===== src/rtl/mat_vec_pkg.sv =====
// Shared types and width helpers for the matrix-vector MAC sequencer.
// The ACC_SAT_EN build option (saturating accumulators) lives in mac_lane.
package mat_vec_pkg;

   typedef enum logic [1:0] {
      IDLE  = 2'd0,
      ACCUM = 2'd1,
      DONE  = 2'd2
   } state_t;

   // Accumulator / output element width for a given operand width.
   function automatic int acc_w(input int nbits);
      return 2 * nbits;
   endfunction

   // Column counter width; a single-column matrix still gets one bit.
   function automatic int col_w(input int ndata);
      return (ndata > 1) ? $clog2(ndata) : 1;
   endfunction

   localparam int ACC_W_DEF = acc_w(8);
   localparam int COL_W_DEF = col_w(4);

endpackage


===== src/rtl/mat_vec_mac_seq_mac_lane.sv =====
// One row accumulator: clear, enable, unsigned Nbits x Nbits multiply-add.
// With ACC_SAT_EN defined the sum clamps to all-ones on carry-out.
module mac_lane
   import mat_vec_pkg::*;
#(
   parameter int Nbits = 8
) (
   input  logic                   clk,
   input  logic                   reset,
   input  logic                   clr,
   input  logic                   en,
   input  logic [Nbits-1:0]       a,
   input  logic [Nbits-1:0]       b,
   output logic [2*Nbits-1:0]     acc
);

   localparam int AW = acc_w(Nbits);

   logic [AW-1:0] prod;
   logic [AW-1:0] nxt;

   assign prod = AW'(a) * AW'(b);

`ifdef ACC_SAT_EN
   logic [AW:0] sum;
   assign sum = {1'b0, acc} + {1'b0, prod};
   // A saturated lane stays saturated: max + anything either carries or is max.
   assign nxt = sum[AW] ? {AW{1'b1}} : sum[AW-1:0];
`else
   assign nxt = acc + prod;
`endif

   always_ff @(posedge clk or negedge reset) begin
      if (!reset) begin
         acc <= '0;
      end else if (clr) begin
         acc <= '0;
      end else if (en) begin
         acc <= nxt;
      end
   end

endmodule


===== src/rtl/mat_vec_mac_seq.sv =====
// Sequencer for C = M*X: captures a job, runs Ndata MAC steps over Mdata lanes,
// then holds the result until consumed. Build option: ACC_SAT_EN (see mac_lane).
module mat_vec_mac_seq
   import mat_vec_pkg::*;
#(
   parameter int Mdata = 4,
   parameter int Ndata = 4,
   parameter int Nbits = 8
) (
   input  logic                               clk,
   input  logic                               reset,
   input  logic                               in_valid,
   output logic                               in_ready,
   input  logic [Mdata*Ndata*Nbits-1:0]       M,
   input  logic [Ndata*Nbits-1:0]             X,
   input  logic                               flush,
   output logic                               out_valid,
   input  logic                               out_ready,
   output logic [Mdata*2*Nbits-1:0]           out,
   output logic                               busy,
   output logic [col_w(Ndata)-1:0]            col_idx
);

   localparam int AW = acc_w(Nbits);
   localparam int CW = col_w(Ndata);

   // Handshakes: a transfer happens on a rising edge where valid and ready are
   // both high; valid never waits on ready, and flush cancels either transfer.

   state_t                         state_q, state_d;
   logic [CW-1:0]                  col_q, col_d;
   logic [Mdata*Ndata*Nbits-1:0]   m_q;
   logic [Ndata*Nbits-1:0]         x_q;
   logic                           accept, acc_clr, acc_en, last_col;
   logic [Nbits-1:0]               x_sel;

   assign in_ready  = (state_q == IDLE);
   assign out_valid = (state_q == DONE);
   assign busy      = (state_q != IDLE);
   assign col_idx   = col_q;
   assign accept    = in_valid && in_ready && !flush;
   assign last_col  = (col_q == CW'(Ndata - 1));

   always_comb begin
      state_d = state_q;
      col_d   = col_q;
      acc_clr = 1'b0;
      acc_en  = 1'b0;
      if (flush) begin
         state_d = IDLE;
         col_d   = '0;
         acc_clr = 1'b1;
      end else begin
         case (state_q)
            IDLE: begin
               if (in_valid) begin
                  state_d = ACCUM;
                  col_d   = '0;
                  acc_clr = 1'b1;
               end
            end
            ACCUM: begin
               acc_en = 1'b1;
               if (last_col) begin
                  state_d = DONE;
                  col_d   = '0;
               end else begin
                  col_d = col_q + CW'(1);
               end
            end
            DONE: begin
               if (out_ready) state_d = IDLE;
            end
            default: state_d = IDLE;
         endcase
      end
   end

   always_ff @(posedge clk or negedge reset) begin
      if (!reset) begin
         state_q <= IDLE;
         col_q   <= '0;
      end else begin
         state_q <= state_d;
         col_q   <= col_d;
      end
   end

   always_ff @(posedge clk or negedge reset) begin
      if (!reset) begin
         m_q <= '0;
         x_q <= '0;
      end else if (accept) begin
         m_q <= M;
         x_q <= X;
      end
   end

   assign x_sel = x_q[int'(col_q)*Nbits +: Nbits];

   for (genvar r = 0; r < Mdata; r++) begin : g_lane
      logic [Ndata*Nbits-1:0] row;
      logic [Nbits-1:0]       a_sel;

      assign row   = m_q[r*Ndata*Nbits +: Ndata*Nbits];
      assign a_sel = row[int'(col_q)*Nbits +: Nbits];

      mac_lane #(.Nbits(Nbits)) u_lane (
         .clk   (clk),
         .reset (reset),
         .clr   (acc_clr),
         .en    (acc_en),
         .a     (a_sel),
         .b     (x_sel),
         .acc   (out[r*AW +: AW])
      );
   end

endmodule


===== config.mk =====
export PLATFORM = sky130hd
export DESIGN_NAME = mat_vec_mac_seq
export DESIGN_NICKNAME = d
export VERILOG_FILES = /design/src/rtl/mat_vec_pkg.sv /design/src/rtl/mat_vec_mac_seq_mac_lane.sv /design/src/rtl/mat_vec_mac_seq.sv
export SDC_FILE = /design/constraint.sdc
export NUM_CORES = 1
export LEC_CHECK = 0
export CAP_MARGIN = 15
export CELL_PAD_IN_SITES_DETAIL_PLACEMENT = 1
export CELL_PAD_IN_SITES_GLOBAL_PLACEMENT = 2
export CORE_MARGIN = 2
export CORE_UTILIZATION = 34
export CTS_CLUSTER_SIZE = 28
export DETAILED_ROUTE_END_ITERATION = 12
export PLACE_DENSITY = 0.91
export SKIP_LAST_GASP = 1
export SLEW_MARGIN = 20
export SYNTH_ARGS = -nofsm -noshare
export SYNTH_HDL_FRONTEND = slang
export SYNTH_SLANG_ARGS = --single-unit

===== constraint.sdc =====
create_clock -name clk -period 4.6 [get_ports clk]
set_input_delay 0.92 -clock clk [delete_from_list [all_inputs] [get_ports clk]]
set_output_delay 0.92 -clock clk [all_outputs]
set_load 0.02 [all_outputs]

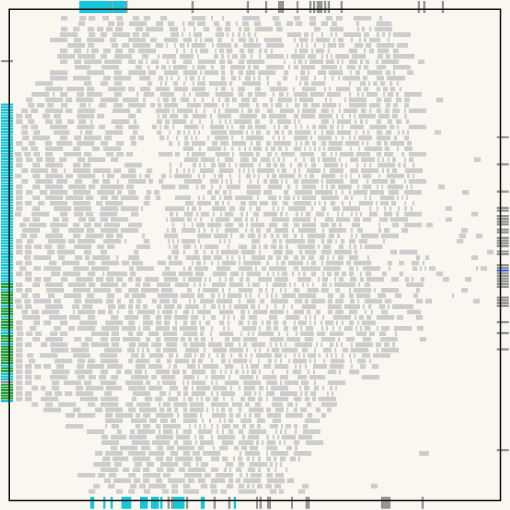
(run_1/pinout.png)
Drawn at 2 px/um. Pins as bars across the die edge, other pins in grey.
busy -> blue  # pins 1, direction output, edge right
X -> green  # pins 32, direction input, edge left
M -> cyan  # pins 128, direction input, edge 77 left, 27 bottom, 24 top
IO Port Bufs: 233
die height: 245 um
Die Wd: 245 um

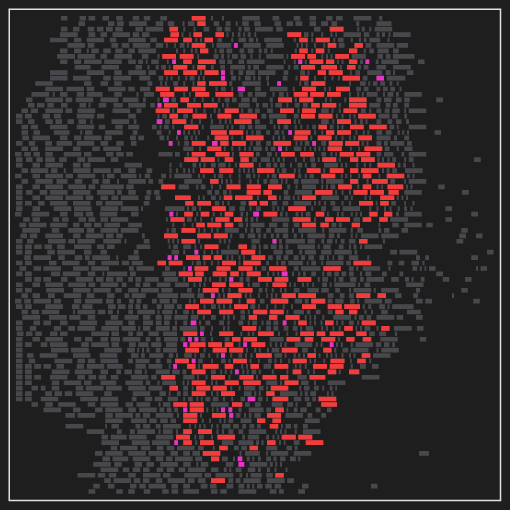
(run_1/gates.png)
Drawn at 2 px/um.
fa/ha/maj cells -> red  # cells 341
and/or cells -> magenta  # cells 48, where a column down the middle
most common cell after layout, fill and taps aside: inv_1
non-filler cells, final: 3,206
Comb area share: 0.487

==> flow_metrics.tcl, run 1 <==
# implementation run metrics
set metrics [dict create \
    status "finished with violations" \
    violations "negative setup slack" \
    vias 16100 \
    root_buffer "clkbuf_16" \
    flops 228 \
    slew_violations 0 \
    cpLargestDelayFamily "adder cells" \
    slowest_delay_ps 600 \
    setup_slack_ps -646 \
    grt_max_degree 160 \
    area_leaders "dfrtp_1 29%, fa_1 20%, ha_1 8.9%, inv_1 7.6%, mux2_1 5.7%" \
    clk_latency_ps 570 \
    hp-class "in -> async" \
    top_area_frac 0.289 \
    cts.clk_slew.worst_paths_ps 60 \
    yosys-stat-area_sq_um 19700 \
    cp.arrival_ps 5660 \
    grt_pass1_vias 18500 \
    met1_usage 0.309 \
    yosys_warnings 0 \
    ff_latch_area_sq_um 5710 \
    fin_skew_ps 12.8 \
    start_kind "flop" \
    dp_slack_ps -616 \
    synth_area_per_cell_sq_um 10.2 \
    clk_path_buf_depth 3 \
    ys_sh_aoi 0.0757 \
    finalSetupViolCount 40 \
]
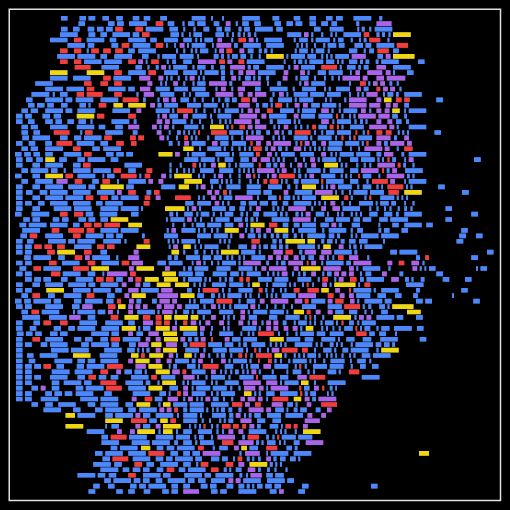
(run_1/sizing.png)
Drawn at 2 px/um.
x1 and smaller -> blue  # cells 1,757, share 72%
x3 and x4 -> purple  # cells 343, share 14%
x6 and larger -> yellow  # cells 98, share 4.0%
x2 -> red  # cells 243, share 10%

==> run_1/port_trees.png <==
Drawn at 1 px/um.
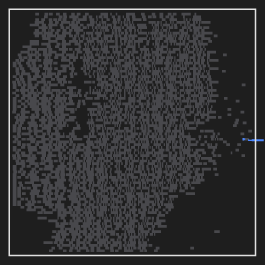

## Run 2: what changed since run 1
--- a/config.mk
+++ b/config.mk
@@ -8,8 +8,10 @@
 export CAP_MARGIN = 15
 export CELL_PAD_IN_SITES_DETAIL_PLACEMENT = 1
 export CELL_PAD_IN_SITES_GLOBAL_PLACEMENT = 2
+export CORE_ASPECT_RATIO = 0.7
 export CORE_MARGIN = 2
 export CORE_UTILIZATION = 34
+export CTS_BUF_LIST = sky130_fd_sc_hd__clkbuf_4 sky130_fd_sc_hd__clkbuf_8
 export CTS_CLUSTER_SIZE = 28
 export DETAILED_ROUTE_END_ITERATION = 12
 export PLACE_DENSITY = 0.91
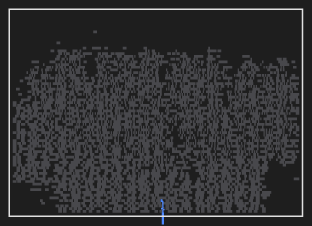
(run_2/port_trees.png)
Drawn at 1 px/um.
busy -> blue  # bits 1, direction output, edge bottom, end cells 1, buffers 1, wire 17.1 um
number of I/O pins: 234

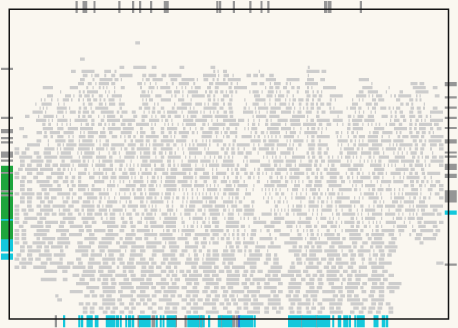
(run_2/pinout.png)
Drawn at 1.5 px/um. Pins as bars across the die edge, other pins in grey.
busy -> blue  # pins 1, direction output, edge bottom
M -> cyan  # pins 128, direction input, edge 116 bottom, 10 left, 2 right
X -> green  # pins 32, direction input, edge left

==> flow_metrics.tcl, run 2 <==
# implementation run metrics
set metrics [dict create \
    fin_cells 3176 \
    fill_cells 6246 \
    comb_share 0.486 \
    flops 228 \
    syn-cell-area_sq_um 19700 \
    clk_path_buf_depth 3 \
    clk_latency_ps 610 \
    die_width_um 292 \
    yosys-stat-area_sq_um 19700 \
    vias 15500 \
    violations "negative setup slack" \
    grt_max_degree 97 \
    slew_violations 0 \
    top_area_frac 0.289 \
    finalSetupViolCount 40 \
    grt_pass1_vias 18200 \
    slowest_delay_ps 550 \
    dp_slack_ps -862 \
    numPlacedInstances 3075 \
    die_h_um 206 \
    yosys_warnings 0 \
    hp-class "in -> async" \
    layout.cells.most_common "inv_1" \
    ys_sh_aoi 0.0757 \
    root_buffer "clkbuf_8" \
    ff_latch_area_sq_um 5710 \
    r2r_cells 20 \
    cpLargestDelayFamily "adder cells" \
    synth_area_per_cell_sq_um 10.2 \
    cp.arrival_ps 5770 \
    fin_skew_ps 51.7 \
    status "finished with violations" \
    yosys_cells 1941 \
    portBuffers 233 \
    area_leaders "dfrtp_1 29%, fa_1 20%, ha_1 8.9%, inv_1 7.6%, mux2_1 5.7%" \
    setup_slack_ps -692 \
]
